run_1/m2.png
Scale: 8 px per um.
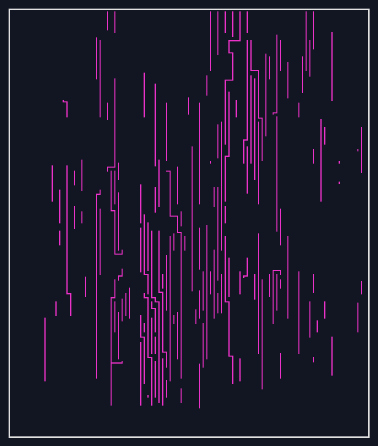
run_1/floorplan.png
Scale: 8 px per um. Pins as bars on the die edge.
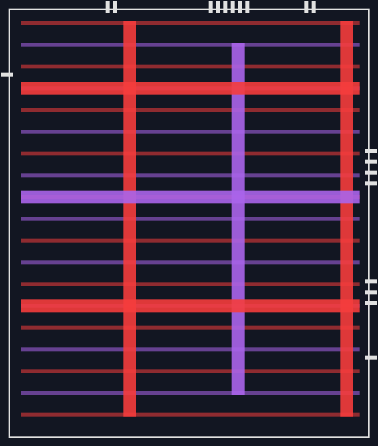
run_1/util_map.png
Scale: 8 px per um. The die is cut into 9 by 11 equal tiles; black is low, pale yellow is high, 0 to 100% covered.
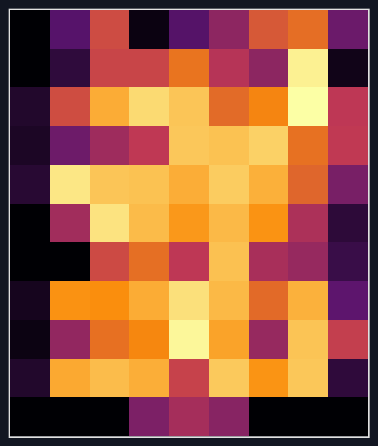
Design dispense_source_arbiter, sky130hd; sources not shown.
==> GITHUB_STEP_SUMMARY, run 1 <==
### Yosys + OpenROAD results

| Metric | Value |
|---|---|
| Top cell excl fill/tap | `dfrtp_1` |
| GRT Total Usage | `16.9%` |
| Worst path bufs/invs | `1` |
| H-tree depth | `1` |
| Run status | `finished clean` |
| Largest delay contributor family on the critical path | `AND-OR/OR-AND gates` |
| N_diodes | `0` |
| Synthesized area per cell | `11.3 um^2` |
| DRT antenna net count | `0` |
| First-pass GRT wire length | `2840 um` |
| Top Layout Cells | `20 x dfrtp_1, 18 x clkdlybuf4s50_1, 7 x ha_1, 6 x nand2_1, 6 x nor2_1` |
| Post-CTS setup buffer count | `0` |
| Post-synth regs | `22` |
| Die area | `2390 um^2` |
| Number of port buffers | `18` |
| Fmax | `344 MHz` |
| PwrDens | `816 nW/um^2` |
| Vias in the first global route | `671` |
| Max reg flops | `8` |
| Syn Inst Count | `87` |
| Cts-stage hold buffer count | `0` |
| Layout cells sized above 1 | `8.33%` |
| Max-area cell share | `50.7%` |
| Final setup fails | `0` |
| Synth logic family | `simple AND/OR/NAND/NOR gates` |
| Fin crit period | `2.91 ns` |
| Area fraction in compound gates | `10.4%` |
| Rel. slew slack | `36.7%` |
| CP max stage delay | `0.58 ns` |
| HP Class | `flop to flop` |
About m2.png:
The layer holds 51% of the routed length. The layer carries 895 um of wire.
vias post-DR: 685
final wirelength: 1740 um
met2 usage: 26.0%

About floorplan.png:
VSS: marked red. VDD: marked purple.
3 straps on met4. The core has 18 rows.
Die H: 53.3 um
maximum VDD drop: 408 uV
die width: 44.8 um
Core ar.: 2070 um^2

About util_map.png:
The densest ninth of the die: middle. 35% of the tiles are over 75% full. The fullest tile reaches 100%. 11% of the tiles are nearly empty.
FP Util: 47.6%
final core occ: 61.5%

-- run 1: stage by stage --
step / std cells / utilization, %
after floorplan: 87 / -
after global placement: 134 / 58.1
after detailed placement: 134 / 58.1
after CTS: 138 / 61.5
after global routing: 138 / 61.5
final: 138 / 61.5
-- run 1: synth_stat cells --
master / n
a211oi_1: 1
a21oi_1: 5
a31o_2: 1
a31oi_1: 2
and2_1: 2
buf_2: 1
clkbuf_1: 1
dfrtp_1: 20
dfstp_2: 2
ha_1: 7
inv_1: 5
mux2i_1: 5
nand2_1: 6
nand3_1: 2
nand4_1: 2
nor2_1: 6
nor2b_1: 4
o2111ai_2: 1
o21ai_0: 5
o32ai_1: 1
or3_1: 3
or4_1: 1
xnor2_1: 1
xor2_1: 3
-- run 1: cells by family (layout without fill, tap and decap cells) --
family                     count (synthesis)  count (layout)
AOI/OAI and AO/OA                         16              16
buffers and inverters                      7              28
adders and majority gates                  7               7
DFF                                       22              22
xor gates and xnor gates                   4               4
muxes                                      5               5
and+or+nand+nor                           26              26
-- run 1: power breakdown --
part,internal (mW),total (mW),switching [mW]
registers,0.331,0.383,0.0520
clock network,0.153,0.233,0.0800
logic,0.205,0.424,0.220
total,0.688,1.04,0.352
-- run 1: routing by layer --
metal / global-route usage, % / vias up / share of wire (%)
li1: - / 342 / -
met5: 0 / - / 0
met3: 4.44 / 6 / 2.8
met1: 20.9 / 324 / 43
met2: 26.0 / 13 / 51
met4: 10.6 / 0 / 2.4
-- run 1: cell type report --
| type | count | area [um^2] |
|---|---|---|
| Inverter | 5 | 18.8 |
| Clock buffer | 3 | 41.3 |
| Clock inverter | 1 | 30.0 |
| Multi-Input combinational cell | 58 | 407 |
| Timing Repair Buffer | 19 | 188 |
| Tap cell | 30 | 37.5 |
| Fill cell | 185 | 797 |
| Sequential cell | 22 | 553 |
## Run 2: what changed since run 1
Clock period 3.5 ns to 2.8 ns, I/O delays scaled along.
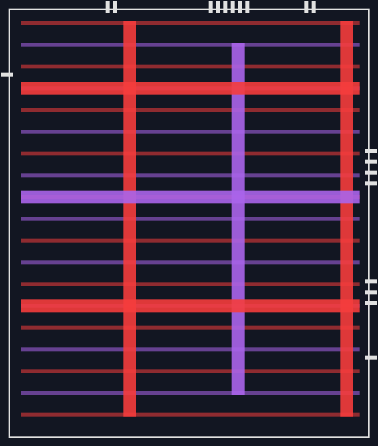
run_2/floorplan.png
Scale: 8 px per um. Pins as bars on the die edge.
VSS: marked red. VDD: marked purple.
The core has 18 rows. 3 straps on met4. 19 met1 rails follow the rows.
maximum VDD drop: 512 uV

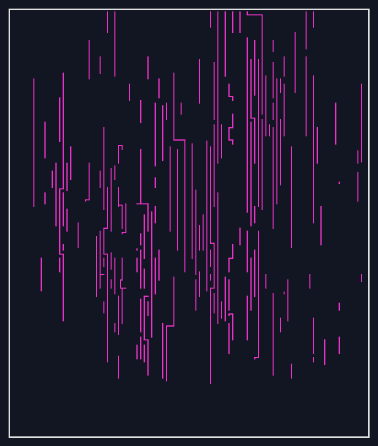
run_2/m2.png
Scale: 8 px per um.
The wires run mostly vertical. The layer carries 915 um of wire.
final wirelength: 1710 um
met2 usage: 29.7%
vias post-DR: 704

==> run 2 against run 1 <==
  * Via count increased by 2.8%
  * Sequential share of layout area decreased by 0.46 points
  * Critical path depth rose by 2
  * Wire length is 1.4% lower
  * Global-route usage shrank 0.38 points
  * Hold slack gained 0.0042 ns
  * Register-to-register slack got worse by 0.57 ns
  * Highest routed layer unchanged
  * Design area increased by 1.1%
  * First-iteration DRC count increased by 33%
  * Largest power group unchanged
  * Synthesized area unchanged
  * Count of clock-buffer cells in the layout increased by 1
  * Clock power is 6% lower
==> GITHUB_STEP_SUMMARY, run 2 <==
### Yosys + OpenROAD results

| Metric | Value |
|---|---|
| Run status | `finished clean` |
| Max-area cell share | `50.7% (unchanged)` |
| Final setup fails | `0 (unchanged)` |
| GRT Total Usage | `16.6% (-0.38 points)` |
| Largest delay contributor family on the critical path | `simple AND/OR/NAND/NOR gates` |
| Fmax | `395 MHz` |
| PwrDens | `985 nW/um^2 (+21%)` |
| Most frequent cells after synthesis | `20 x dfrtp_1, 7 x ha_1, 6 x nand2_1, 6 x nor2_1` |
| Most common reg cell | `dfrtp_1` |
| Max reg flops | `8 (unchanged)` |
| Core ar. | `2070 um^2 (unchanged)` |
| HP Class | `flop to flop` |
| FP Util | `47.6% (unchanged)` |
| Fill cells | `185 (unchanged)` |
| Number of port buffers | `18 (unchanged)` |
| Fin crit period | `2.53 ns` |
| DRT antenna net count | `0 (unchanged)` |
| Die area | `2390 um^2 (unchanged)` |
| Cts-stage hold buffer count | `0 (unchanged)` |
| Post-CTS setup buffer count | `0 (unchanged)` |
| Comb gate area | `407 um^2 (unchanged)` |
| Non-filler cells, final | `142 (+2.9%)` |
| CP max stage delay | `0.43 ns (-0.15 ns)` |
| Async S/R FF share, synth | `100% (unchanged)` |
| H-tree depth | `1 (unchanged)` |
| First-pass GRT wire length | `2740 um (-3.6%)` |
| Die width | `44.8 um (unchanged)` |
| Post-synth EDFFs | `0 (unchanged)` |
| Synthesized area per cell | `11.3 um^2 (unchanged)` |
| Syn Inst Count | `87 (unchanged)` |
| Post-synth regs | `22 (unchanged)` |
| Worst path bufs/invs | `2 (+1)` |
| Placed Instances | `138 (+3.0%)` |
| N_diodes | `0 (unchanged)` |
| Top Layout Cells | `20 x dfrtp_1, 18 x clkdlybuf4s50_1, 7 x ha_1, 6 x nand2_1, 6 x nor2_1` |
| Vias in the first global route | `646 (-3.7%)` |
## run 2: cell counts after synthesis
No cell type changed its count.
## run 2: cells by family after synthesis
family / synth area share (%)
XOR/XNOR: 3.55
adder cells (fa/ha/maj): 8.87
AND/OR/NAND/NOR: 13.3
AND-OR/OR-AND: 10.4
multiplexers: 5.07
buffers and inverters: 2.79
flip-flops: 56.0
## run 2: worst min-delay path, stage by stage (launching register included)
cell     delay, ns
dfrtp_1       0.35
nand2_1       0.05
o21ai_0       0.06
## run 2: routing by layer
metal / vias to the layer above / track usage [%] / routed length (um)
met5: - / 0 / 0
met4: 0 / 9.09 / 12
met3: 2 / 3.41 / 47
met2: 11 / 29.7 / 914
met1: 342 / 17.8 / 739
li1: 349 / - / -
## run 2: per-stage QoR
stage	util [%]	power, mW	hold slack (ns)	instance area [um^2]
after floorplan	-	0.818	0.264	987
after global routing	62.2	1.37	0.524	1290
after detailed placement	59.5	1.06	0.484	1230
after CTS	62.2	1.29	0.502	1290
after global placement	59.5	1.03	0.466	1230
final	62.2	1.27	0.492	1290
## run 2: final cells by class
cell class	count	area share, %
clock buffers	4	4.27
inverters	5	1.46
multi-input cells	58	31.6
flip-flops and latches	22	42.9
well taps	30	2.91
repair buffers	23	16.9
## run 2: power breakdown
group | internal (mW) | switching, mW | leakage, nW | total, mW
Sequential | 0.414 | 0.0696 | 0.282 | 0.484
Clock | 0.125 | 0.0952 | 0.0288 | 0.220
Combinational | 0.282 | 0.283 | 0.286 | 0.566
No activity file was given, so power comes from the tool's default toggle rates.
